`config.mk`:
```
export PLATFORM = sky130hd
export DESIGN_NAME = nand_cmd_seq
export DESIGN_NICKNAME = d
export VERILOG_FILES = /design/src/rtl/nand_cmd_seq.sv
export SDC_FILE = /design/constraint.sdc
export NUM_CORES = 1
export LEC_CHECK = 0
export CAP_MARGIN = 10
export CORE_UTILIZATION = 58
export CTS_BUF_LIST = sky130_fd_sc_hd__clkbuf_8 sky130_fd_sc_hd__clkbuf_16
export CTS_CLUSTER_DIAMETER = 200
export DETAILED_ROUTE_END_ITERATION = 7
export HOLD_SLACK_MARGIN = 0.05
export PLACE_DENSITY = 0.95
export SYNTH_ARGS = -nofsm -noshare
export SYNTH_HDL_FRONTEND = slang
export SYNTH_SLANG_ARGS = --single-unit
export TNS_END_PERCENT = 100
```
`constraint.sdc`:
```
create_clock -name CLK -period 4.3 [get_ports CLK]
set_input_delay 1.29 -clock CLK [delete_from_list [all_inputs] [get_ports CLK]]
set_output_delay 1.29 -clock CLK [all_outputs]
set_load 0.03 [all_outputs]
```
`src/rtl/nand_cmd_seq.sv`:
```
// Command sequencer in front of the NAND PHY: expands one host request into the
// ordered CMD/ADDR/DATA/STAT op stream, runs tWB and status polling, reports completion.
module nand_cmd_seq #(
  parameter int PAGE_BYTES = 8192,
  parameter int TWB_CYC    = 10,
  parameter int POLL_GAP   = 16,
  parameter int MAX_POLLS  = 4096
) (
  input  logic        CLK,
  input  logic        RST_N,
  input  logic        req_valid,
  output logic        req_ready,
  input  logic [1:0]  req_op,
  input  logic        req_chip,
  input  logic [23:0] req_row,
  input  logic [15:0] req_col,
  output logic        phy_valid,
  input  logic        phy_ready,
  output logic [2:0]  phy_type,
  output logic [7:0]  phy_byte,
  output logic [15:0] phy_len,
  output logic [1:0]  phy_cen,
  input  logic        sts_valid,
  input  logic [7:0]  sts_byte,
  output logic        done_valid,
  output logic [7:0]  done_status,
  output logic        done_timeout,
  output logic [3:0]  state_dbg
);

  // Handshakes: an item moves only on a cycle where valid & ready are both high;
  // a presented PHY op stays valid with type/byte/len unchanged until accepted.

  localparam int PW = $clog2(MAX_POLLS + 1);
  localparam int CW = 16;

  localparam logic [1:0] OP_READ   = 2'b00;
  localparam logic [1:0] OP_PROG   = 2'b01;
  localparam logic [1:0] OP_ERASE  = 2'b10;
  localparam logic [1:0] OP_STATUS = 2'b11;

  localparam logic [2:0] T_CMD   = 3'd0;
  localparam logic [2:0] T_ADDR  = 3'd1;
  localparam logic [2:0] T_WDATA = 3'd2;
  localparam logic [2:0] T_RDATA = 3'd3;
  localparam logic [2:0] T_STAT  = 3'd4;

  typedef enum logic [3:0] {
    S_IDLE, S_CMD1, S_ADDR, S_WBURST, S_CMD2, S_WAIT,
    S_POLL, S_STSWAIT, S_GAP, S_RDCMD, S_RBURST, S_DONE
  } state_t;

  typedef struct packed {
    logic        valid;
    logic [2:0]  kind;
    logic [7:0]  data;
    logic [15:0] len;
  } phy_op_t;

  state_t        state;
  phy_op_t       ph;
  logic [1:0]    op_q;
  logic [23:0]   row_q;
  logic [15:0]   col_q;
  logic [2:0]    addr_idx;
  logic [CW-1:0] cnt;
  logic [PW-1:0] polls;
  logic [2:0]    addr_last;

  function automatic phy_op_t op_cmd(input logic [7:0] b);
    phy_op_t o;
    o.valid = 1'b1;
    o.kind  = T_CMD;
    o.data  = b;
    o.len   = 16'd0;
    return o;
  endfunction

  function automatic phy_op_t op_addr(input logic [7:0] b);
    phy_op_t o;
    o.valid = 1'b1;
    o.kind  = T_ADDR;
    o.data  = b;
    o.len   = 16'd0;
    return o;
  endfunction

  function automatic phy_op_t op_xfer(input logic [2:0] kind);
    phy_op_t o;
    o.valid = 1'b1;
    o.kind  = kind;
    o.data  = 8'h00;
    o.len   = (kind == T_STAT) ? 16'd0 : 16'(PAGE_BYTES);
    return o;
  endfunction

  function automatic logic [7:0] first_cmd(input logic [1:0] op);
    case (op)
      OP_READ:  return 8'h00;
      OP_PROG:  return 8'h80;
      OP_ERASE: return 8'h60;
      default:  return 8'h70;
    endcase
  endfunction

  // Erase sends only the three row bytes, so its index is offset past the column bytes.
  function automatic logic [7:0] addr_byte(input logic [1:0] op, input logic [23:0] row,
                                           input logic [15:0] col, input logic [2:0] idx);
    logic [2:0] k;
    k = (op == OP_ERASE) ? idx + 3'd2 : idx;
    case (k)
      3'd0:    return col[7:0];
      3'd1:    return col[15:8];
      3'd2:    return row[7:0];
      3'd3:    return row[15:8];
      default: return row[23:16];
    endcase
  endfunction

  assign addr_last = (op_q == OP_ERASE) ? 3'd2 : 3'd4;
  assign req_ready = (state == S_IDLE);
  assign phy_valid = ph.valid;
  assign phy_type  = ph.kind;
  assign phy_byte  = ph.data;
  assign phy_len   = ph.len;
  assign state_dbg = state;

  always_ff @(posedge CLK or negedge RST_N) begin
    if (!RST_N) begin
      state        <= S_IDLE;
      ph           <= '0;
      op_q         <= 2'b00;
      row_q        <= 24'd0;
      col_q        <= 16'd0;
      addr_idx     <= 3'd0;
      cnt          <= '0;
      polls        <= '0;
      phy_cen      <= 2'b11;
      done_valid   <= 1'b0;
      done_status  <= 8'h00;
      done_timeout <= 1'b0;
    end else begin
      done_valid <= 1'b0;
      case (state)
        S_IDLE: if (req_valid) begin
          op_q         <= req_op;
          row_q        <= req_row;
          col_q        <= req_col;
          phy_cen      <= req_chip ? 2'b01 : 2'b10;
          done_status  <= 8'h00;
          done_timeout <= 1'b0;
          polls        <= '0;
          ph           <= op_cmd(first_cmd(req_op));
          state        <= S_CMD1;
        end
        S_CMD1: if (phy_ready) begin
          if (op_q == OP_STATUS) begin
            ph    <= op_xfer(T_STAT);
            state <= S_POLL;
          end else begin
            addr_idx <= 3'd0;
            ph       <= op_addr(addr_byte(op_q, row_q, col_q, 3'd0));
            state    <= S_ADDR;
          end
        end
        S_ADDR: if (phy_ready) begin
          if (addr_idx == addr_last) begin
            case (op_q)
              OP_PROG: begin
                ph    <= op_xfer(T_WDATA);
                state <= S_WBURST;
              end
              OP_ERASE: begin
                ph    <= op_cmd(8'hD0);
                state <= S_CMD2;
              end
              default: begin
                ph    <= op_cmd(8'h30);
                state <= S_CMD2;
              end
            endcase
          end else begin
            addr_idx <= addr_idx + 3'd1;
            ph       <= op_addr(addr_byte(op_q, row_q, col_q, addr_idx + 3'd1));
          end
        end
        S_WBURST: if (phy_ready) begin
          ph    <= op_cmd(8'h10);
          state <= S_CMD2;
        end
        S_CMD2: if (phy_ready) begin
          ph    <= '0;
          cnt   <= '0;
          state <= S_WAIT;
        end
        S_WAIT: begin
          if (cnt == CW'(TWB_CYC - 1)) begin
            ph    <= op_cmd(8'h70);
            state <= S_POLL;
          end else begin
            cnt <= cnt + 1'b1;
          end
        end
        // One state issues both halves of a poll: the 0x70 command, then the STAT read.
        S_POLL: if (phy_ready) begin
          if (ph.kind == T_CMD) begin
            ph <= op_xfer(T_STAT);
          end else begin
            ph    <= '0;
            state <= S_STSWAIT;
          end
        end
        S_STSWAIT: if (sts_valid) begin
          done_status <= sts_byte;
          if (op_q == OP_STATUS) begin
            done_valid <= 1'b1;
            state      <= S_DONE;
          end else if (sts_byte[6]) begin
            if (op_q == OP_READ) begin
              ph    <= op_cmd(8'h00);
              state <= S_RDCMD;
            end else begin
              done_valid <= 1'b1;
              state      <= S_DONE;
            end
          end else if (polls == PW'(MAX_POLLS - 1)) begin
            polls        <= polls + 1'b1;
            done_timeout <= 1'b1;
            done_valid   <= 1'b1;
            state        <= S_DONE;
          end else begin
            polls <= polls + 1'b1;
            cnt   <= '0;
            state <= S_GAP;
          end
        end
        S_GAP: begin
          if (cnt == CW'(POLL_GAP - 1)) begin
            ph    <= op_cmd(8'h70);
            state <= S_POLL;
          end else begin
            cnt <= cnt + 1'b1;
          end
        end
        S_RDCMD: if (phy_ready) begin
          ph    <= op_xfer(T_RDATA);
          state <= S_RBURST;
        end
        S_RBURST: if (phy_ready) begin
          ph         <= '0;
          done_valid <= 1'b1;
          state      <= S_DONE;
        end
        S_DONE: begin
          phy_cen <= 2'b11;
          state   <= S_IDLE;
        end
        default: state <= S_IDLE;
      endcase
    end
  end

endmodule

```
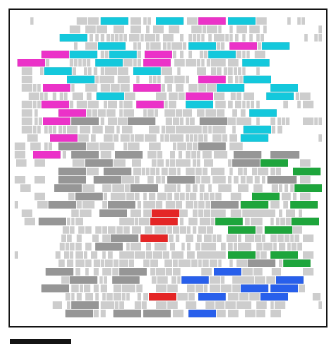
**Above:** run 1 (where the registers sit).
The bar under the picture is 20 um long. Other sequential cells in the stronger gray, the rest of the logic in the fainter gray.
| signal | color | sequential cells |
|---|---|---|
| row_q | cyan | 24 |
| done_status | blue | 8 |
| col_q | magenta | 16 |
| state_dbg | red | 4 |
| polls | green | 13 |

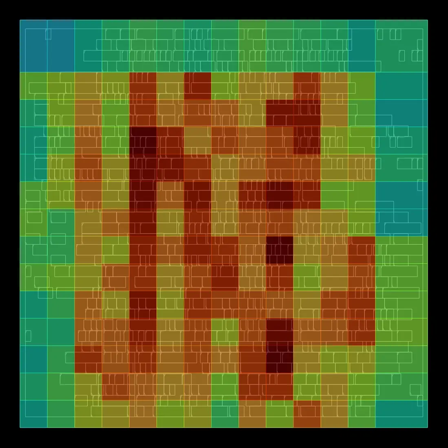
**Above:** run 1 (congestion heat map).
utilization of the core after routing: 70.7%
WL per Instance: 17.6 um

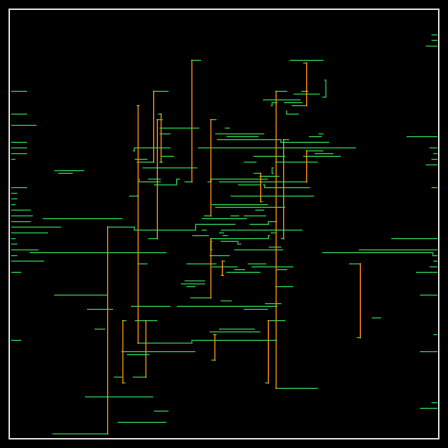
**Above:** run 1 (signal wires by layer).
Only two layers are drawn.
| layer | color | wire length |
|---|---|---|
| metal 3 | green | 1,010 um |
| metal 4 | orange | 421 um |

==> metrics.cfg, run 1 <==
[pwr]
power_in_sequential_cells_mw=1.63
p_sw_share_pct=45.8
internal-power_mw=2.68
power.switching_mw=2.27
pwr-share-clk_pct=12.5
leakage_nw=3.09
p_comb_share_pct=54.6
pwr.group.combinational_mw=2.70
vdd_drop_max_v=0.000402

[placement]
post-place-ws_ns=0.511
placed_cells=856
estimated_wirelength_of_the_detail_placed_design_mm=10.8

[die]
die_w_um=103
core-area_mm2=0.00982
core_util_floorplan_pct=60.1
design.die.area_mm2=0.0106
die_outline_height_um=103
std_cell_rows=36
num_io_pins=101

[worst_setup_path]
worst_r2r_startpoint=addr_idx[0]
critical_path_required_time_ns=3.01
worst-endpoint-arrival_ns=2.37
timing.critical_path.from_type=flip-flop
critPathMaxFanout=26
worst-r2r-cell-count=7
r2r_setup_slack_ns=0.86
worst_setup_path_end_kind=primary output

[logic_synthesis]
ys_cells=673
post-synth-top-count-cell=nand2_1
synth_cells=673
post_synth_and_or_nand_nor_area_fraction_pct=23.2
enable_flop_cells=0
yosys_warnings=0
synth-main-ff-cell=dfrtp_1
area_figure_in_the_yosys_stat_output_mm2=0.00590
synth.top_cells.by_count=nand2_1, dfrtp_1, o21ai_0
netlist_area_mm2=0.00590
async_reset_ff_share_pct=100
synth_seq_share_pct=43.3
synth_flops=102

[grt]
global_route.usage.met3_pct=4.41
grt_use_met1_pct=40.2
global_route_met2_usage_pct=50.1
grt_antenna_before_repair=0
first_global_vias=5085
grt_max_degree=60
grt.total_usage_pct=30.6

[cells_and_area]
lay_top_count=nand2_1
nClkBuffers=10
drive_gt1_share_pct=7.31
inverters_excl_clock=17
areaGrowthSynthToFinish_pct=17.6
seq-cell-share_pct=36.8
n_antenna_cell=0
combAreaFraction_pct=43.8
flops=102
logic_gates=512
nets=800
n_all_buffers=92

[routing]
post_drt_via_cell_ratio=6.13
post_detailed_route_count_of_antenna_violating_nets=0
drt-initial-drc-count=520
met1Wirelength_mm=6.39
sum_of_met3_wire_segment_lengths_after_detailed_routing_mm=1.01
first_pass_iters=5
totalWireLength_mm=15.4
met2_length_mm=7.56
final_routed_drc_violation_total=0

[timing]
fin_crit_sh_pct=85.2
relSlewSlack_pct=34.8
rsz0062_at_grt=false
finalHoldViolCount=0
total_negative_setup_slack_ns=0

[clock_tree]
cts_root_buffer=clkbuf_8
cts.sinks=102
cts_hold_buf=0
post_cts.resized_instances=0
cts-buffers-inserted=9
cts_buffer_depth=2

[hold_path]
hold_path_class=flip-flop to flip-flop
hold_path_end=col_q[10]

[job]
max_cap_viol_count=0

[status]
status=complete, no violations

==> run 1: worst max-delay path by stage <==
stage	slack, ns	start	cells past startpoint	to
2_1_floorplan	0.95	state_dbg[0]	3	req_ready
3_3_place_gp	0.56	sts_valid	8	state_dbg[0]
3_5_place_dp	0.51	sts_valid	8	state_dbg[2]
4_1_cts	0.67	state_dbg[3]	3	req_ready
5_1_grt	0.54	state_dbg[3]	3	req_ready
6_report	0.64	state_dbg[3]	3	req_ready
==> run 1: stage by stage <==
step                utilization (%)  total power, mW
floorplan                         -             3.49
CTS                            70.7             4.90
global placement               68.7             4.10
finish                         70.7             4.96
detailed placement             68.7             4.26
global route                   70.7             5.26
==> run 1: worst max-delay path: cells and delay by family (launching register included) <==
family        cells  cell delay, ns
buf+inv           2            0.90
simple gates      1            0.40
flops             1            0.69
**Run 1: gate families picked out**

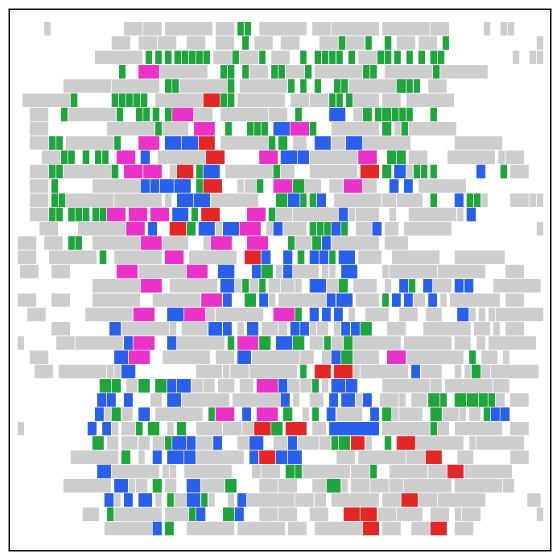

==> inputs of run 2 (changes only) <==
--- a/config.mk
+++ b/config.mk
@@ -11,7 +11,7 @@
 export CTS_CLUSTER_DIAMETER = 200
 export DETAILED_ROUTE_END_ITERATION = 7
 export HOLD_SLACK_MARGIN = 0.05
-export PLACE_DENSITY = 0.95
+export PLACE_DENSITY = 0.88
 export SYNTH_ARGS = -nofsm -noshare
 export SYNTH_HDL_FRONTEND = slang
 export SYNTH_SLANG_ARGS = --single-unit
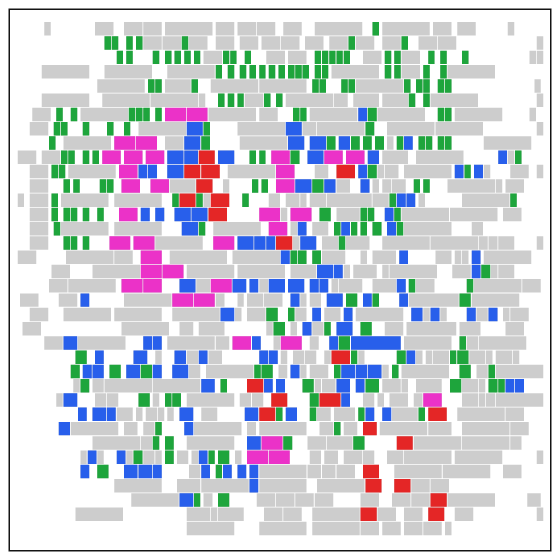
**Above:** run 2 (gate families picked out).
| family | color | cells | most used |
|---|---|---|---|
| mux cells | magenta | 36 | mux2_2 |
| non-inverting ao/oa cells | red | 23 | a22o_1 |
| aoi and oai cells | blue | 121 | o21ai_0 |
| nand cells | green | 198 | nand2_1 |

==> run 2 against run 1 <==
Worst setup slack improved by 0.064 ns. Critical path depth increased by 4. Cell count increased by 0.23%. Die area unchanged. Synthesized area unchanged. Fmax increased by 1.8%. Routed wire length decreased by 7.5%. Total power decreased by 1.5%. Core utilization about the same. Clock-buffer cell count unchanged. Global-route usage decreased by 2.2 points. Critical path type is now input port to flip-flop. Critical endpoint is now phy_byte[3]. Largest cell class unchanged.
==> metrics.cfg, run 2 <==
[worst_setup_path]
worstSetupStartpoint=sts_valid
critPathMaxFanout=12
worst-endpoint-arrival_ns=3.87
worst_r2r_startpoint=addr_idx[0]
critical_path_required_time_ns=4.57
timing.critical_path.from_type=input port
worst_setup_path_end_kind=flip-flop
setup.worst_path.end=phy_byte[3]
cp.depth=7
worst_path_dominant_cell_family=simple AND/OR/NAND/NOR gates
longest_individual_stage_delay_on_the_worst_path_ns=0.56
critical_path.slowest_cell=clkdlybuf4s50_1
critical_path_buf_inv_count=1
r2r_setup_slack_ns=1.11
worst-r2r-cell-count=7

[timing]
relSlewSlack_pct=36.4
total_negative_setup_slack_ns=0
tightestPinTransition_ns=0.955
worst_slack_ns=0.701
rsz0062_at_grt=false
finalHoldViolCount=0
fin_crit_sh_pct=83.7

[logic_synthesis]
synth.top_cells.by_count=nand2_1, dfrtp_1, o21ai_0
enable_flop_cells=0
synth-adder-area-share_pct=2.12
post_synth_and_or_nand_nor_area_fraction_pct=23.2
async_reset_ff_share_pct=100
yosys_warnings=0
area_figure_in_the_yosys_stat_output_mm2=0.00590
and_or_or_and_share_of_the_synthesized_area_pct=16.6
synth.mux.area_fraction_pct=6.53
synth_flops=102
post-synth-top-count-cell=nand2_1
ys_cells=673
synth_seq_share_pct=43.3
synth_cells=673
synth-main-ff-cell=dfrtp_1
post_synth_main_logic_family=simple AND/OR/NAND/NOR gates
netlist_area_mm2=0.00590

[grt]
grt_pass1_wl_mm=23.2
global_route.usage.met3_pct=4.88
grt_use_met1_pct=38.7
grt.total_usage_pct=28.5
grt_antenna_before_repair=0
first_global_vias=4792
global_route_met2_usage_pct=44.9
grt_max_degree=61

[die]
core_util_floorplan_pct=60.1
die_w_um=103
std_cell_rows=36
design.die.area_mm2=0.0106
num_io_pins=101
die_outline_height_um=103
core-area_mm2=0.00982

[routing]
post_drt_via_cell_ratio=5.99
drt-initial-drc-count=398
met1Wirelength_mm=6.02
sum_of_met3_wire_segment_lengths_after_detailed_routing_mm=1.03
wl_per_cell_um=16.3
first_pass_iters=6
final_routed_drc_violation_total=0
post_detailed_route_count_of_antenna_violating_nets=0
totalWireLength_mm=14.2
met2_length_mm=6.80

[pwr]
vdd_drop_max_v=0.000341
p_sw_share_pct=44.9
pwr-share-clk_pct=12.6
fin_total_pwr_mw=4.88
power.switching_mw=2.19
leakage_nw=3.10
p_comb_share_pct=55.3
internal-power_mw=2.69

[cells_and_area]
drive_gt1_share_pct=7.69
finish.utilization_pct=70.7
areaGrowthSynthToFinish_pct=17.7
n_antenna_cell=0
lay_top_count=nand2_1
nets=802

[clock_tree]
cts_buffer_depth=2
cts.sinks=102
cts_root_buffer=clkbuf_8
cts_hold_buf=0
post_cts.resized_instances=0
cts-buffers-inserted=9

[status]
status=complete, no violations

[placement]
estimated_wirelength_of_the_detail_placed_design_mm=10.2
placed_cells=858
post-place-ws_ns=0.298

[job]
max_cap_viol_count=0

[hold_path]
hold_path_end=col_q[10]
hold_path_class=flip-flop to flip-flop
hold_path_depth=2

==> run 2: cell counts after synthesis <==
No cell type changed its count.
==> run 2: power groups by stage <==
stage / combinational, mW / sequential, mW / clock [mW]
after CTS: 2.67 / 1.57 / 0.620
after global placement: 2.55 / 1.57 / 0
after floorplan: 1.79 / 1.70 / 0
after detailed placement: 2.64 / 1.58 / 0
after global routing: 2.95 / 1.61 / 0.666
final: 2.70 / 1.57 / 0.614
==> run 2: final cells by class <==
type / count / area, um2 / area share [%]
timing repair buffer: 94 / 916 / 13.2
inverter: 17 / 63.8 / 0.919
sequential: 102 / 2550 / 36.8
clock buffer: 10 / 138 / 1.98
clock inverter: 6 / 61.3 / 0.883
tap: 133 / 166 / 2.40
multi-input combinational: 512 / 3040 / 43.8
**Run 2: where the registers sit**

The bar under the picture is 20 um long. Other sequential cells in the stronger gray, the rest of the logic in the fainter gray.
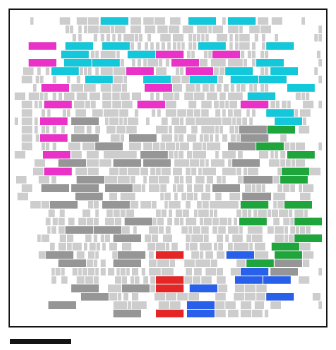

==> inputs of run 3 (changes only) <==
--- a/config.mk
+++ b/config.mk
@@ -6,12 +6,12 @@
 export NUM_CORES = 1
 export LEC_CHECK = 0
 export CAP_MARGIN = 10
-export CORE_UTILIZATION = 58
+export CORE_UTILIZATION = 54
 export CTS_BUF_LIST = sky130_fd_sc_hd__clkbuf_8 sky130_fd_sc_hd__clkbuf_16
 export CTS_CLUSTER_DIAMETER = 200
 export DETAILED_ROUTE_END_ITERATION = 7
 export HOLD_SLACK_MARGIN = 0.05
-export PLACE_DENSITY = 0.88
+export PLACE_DENSITY = 0.83
 export SYNTH_ARGS = -nofsm -noshare
 export SYNTH_HDL_FRONTEND = slang
 export SYNTH_SLANG_ARGS = --single-unit
==> constraint.sdc (replaced) <==
create_clock -name CLK -period 3.7 [get_ports CLK]
set_input_delay 1.11 -clock CLK [delete_from_list [all_inputs] [get_ports CLK]]
set_output_delay 1.11 -clock CLK [all_outputs]
set_load 0.03 [all_outputs]
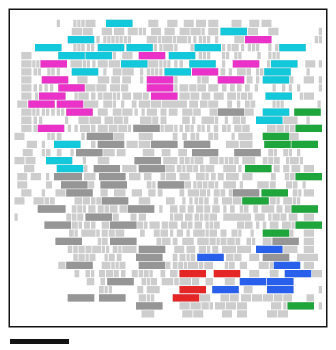
**Above:** run 3 (where the registers sit).
The bar under the picture is 20 um long. Other sequential cells in the stronger gray, the rest of the logic in the fainter gray.
| signal | color | sequential cells |
|---|---|---|
| polls | green | 13 |
| row_q | cyan | 24 |
| state_dbg | red | 4 |
| col_q | magenta | 16 |
| done_status | blue | 8 |

==> run 3 against run 2 <==
Critical path depth fell by 4. Synthesized area unchanged. Non-clock buffer count grew 6. Sequential share of layout area shrank 0.24 points. Design area rose by 0.65%. Clock-buffer cell count did not move. Worst setup slack worse by 0.28 ns. Critical path type is now flip-flop to primary output.
==> metrics.cfg, run 3 <==
[timing]
total_negative_setup_slack_ns=0
worst_slack_ns=0.417
finalHoldViolCount=0
relSlewSlack_pct=38.8
rsz0062_at_grt=false
fin_crit_sh_pct=88.7

[status]
status=complete, no violations

[hold_path]
hold_path_end=row_q[8]
hold_path_depth=2

[clock_tree]
post_cts.resized_instances=0
cts_root_buffer=clkbuf_8
cts.sinks=102
cts_hold_buf=0
cts-buffers-inserted=9

[grt]
grt_use_met1_pct=36.2
grt.total_usage_pct=26.7
grt_max_degree=55
global_route_met2_usage_pct=43.6
global_route.usage.met3_pct=4.54
grt_antenna_before_repair=0

[worst_setup_path]
r2r_setup_slack_ns=0.69
worst-endpoint-arrival_ns=2.17
timing.critical_path.from_type=flip-flop
critical_path_required_time_ns=2.59
critPathMaxFanout=19
worst_r2r_startpoint=op_q[0]
critical_path.slowest_cell=clkdlybuf4s50_1
worst_path_dominant_cell_family=buffers and inverters
worst_setup_path_end_kind=primary output
setup.worst_path.end=req_ready
cp.depth=3
critical_path_buf_inv_count=2
longest_individual_stage_delay_on_the_worst_path_ns=0.66

[logic_synthesis]
synth_cells=673
synth.top_cells.by_count=nand2_1, dfrtp_1, o21ai_0
post_synth_main_logic_family=simple AND/OR/NAND/NOR gates
synth-main-ff-cell=dfrtp_1
ys_cells=673
synth_flops=102
yosys_warnings=0
area_figure_in_the_yosys_stat_output_mm2=0.00590
netlist_area_mm2=0.00590
enable_flop_cells=0
async_reset_ff_share_pct=100
synth-adder-area-share_pct=2.12
synth.mux.area_fraction_pct=6.53
and_or_or_and_share_of_the_synthesized_area_pct=16.6

[cells_and_area]
areaGrowthSynthToFinish_pct=18.4
drive_gt1_share_pct=8.43
logic_gates=512
area_share_clock_buf_inv_pct=2.61
nets=808
flops=102
inverters_excl_clock=17
finish.utilization_pct=66.8
lay_top_count=nand2_1
area.combinational_mm2=0.00304
n_antenna_cell=0
signal_buffer_area_fraction_pct=13.9

[die]
die_w_um=107
die_outline_height_um=107
core_util_floorplan_pct=56.4
num_io_pins=101
std_cell_rows=37
design.die.area_mm2=0.0113
core-area_mm2=0.0105

[routing]
first_pass_iters=5
met1Wirelength_mm=6.35
post_detailed_route_count_of_antenna_violating_nets=0
totalWireLength_mm=14.5
final_routed_drc_violation_total=0
met2_length_mm=7.08
post_drt_via_cell_ratio=5.97
drt-initial-drc-count=329

[pwr]
power.switching_mw=2.56
leakage_nw=3.12
vdd_drop_max_v=0.000371
p_sw_share_pct=45.4
pwr-share-clk_pct=11.9

[placement]
post-place-ws_ns=0.117

[job]
max_cap_viol_count=0

-- run 3: netlist changes by cell type in the layout (fill, tap and decap cells not counted), sizes merged --
cell / previous run / this run
buf: 10 / 16
clkinvlp: 1 / 3
clkinv: 4 / 1
bufinv: 1 / 0
inv: 17 / 19
-- run 3: power groups by stage --
| stage | Clock (mW) | Combinational (mW) | Sequential (mW) |
|---|---|---|---|
| 2_1_floorplan | 0 | 2.08 | 1.98 |
| 3_3_place_gp | 0 | 2.97 | 1.86 |
| 3_5_place_dp | 0 | 3.08 | 1.88 |
| 4_1_cts | 0.684 | 3.09 | 1.86 |
| 5_1_grt | 0.732 | 3.40 | 1.92 |
| 6_report | 0.674 | 3.11 | 1.87 |
No activity file was given, so power comes from the tool's default toggle rates.
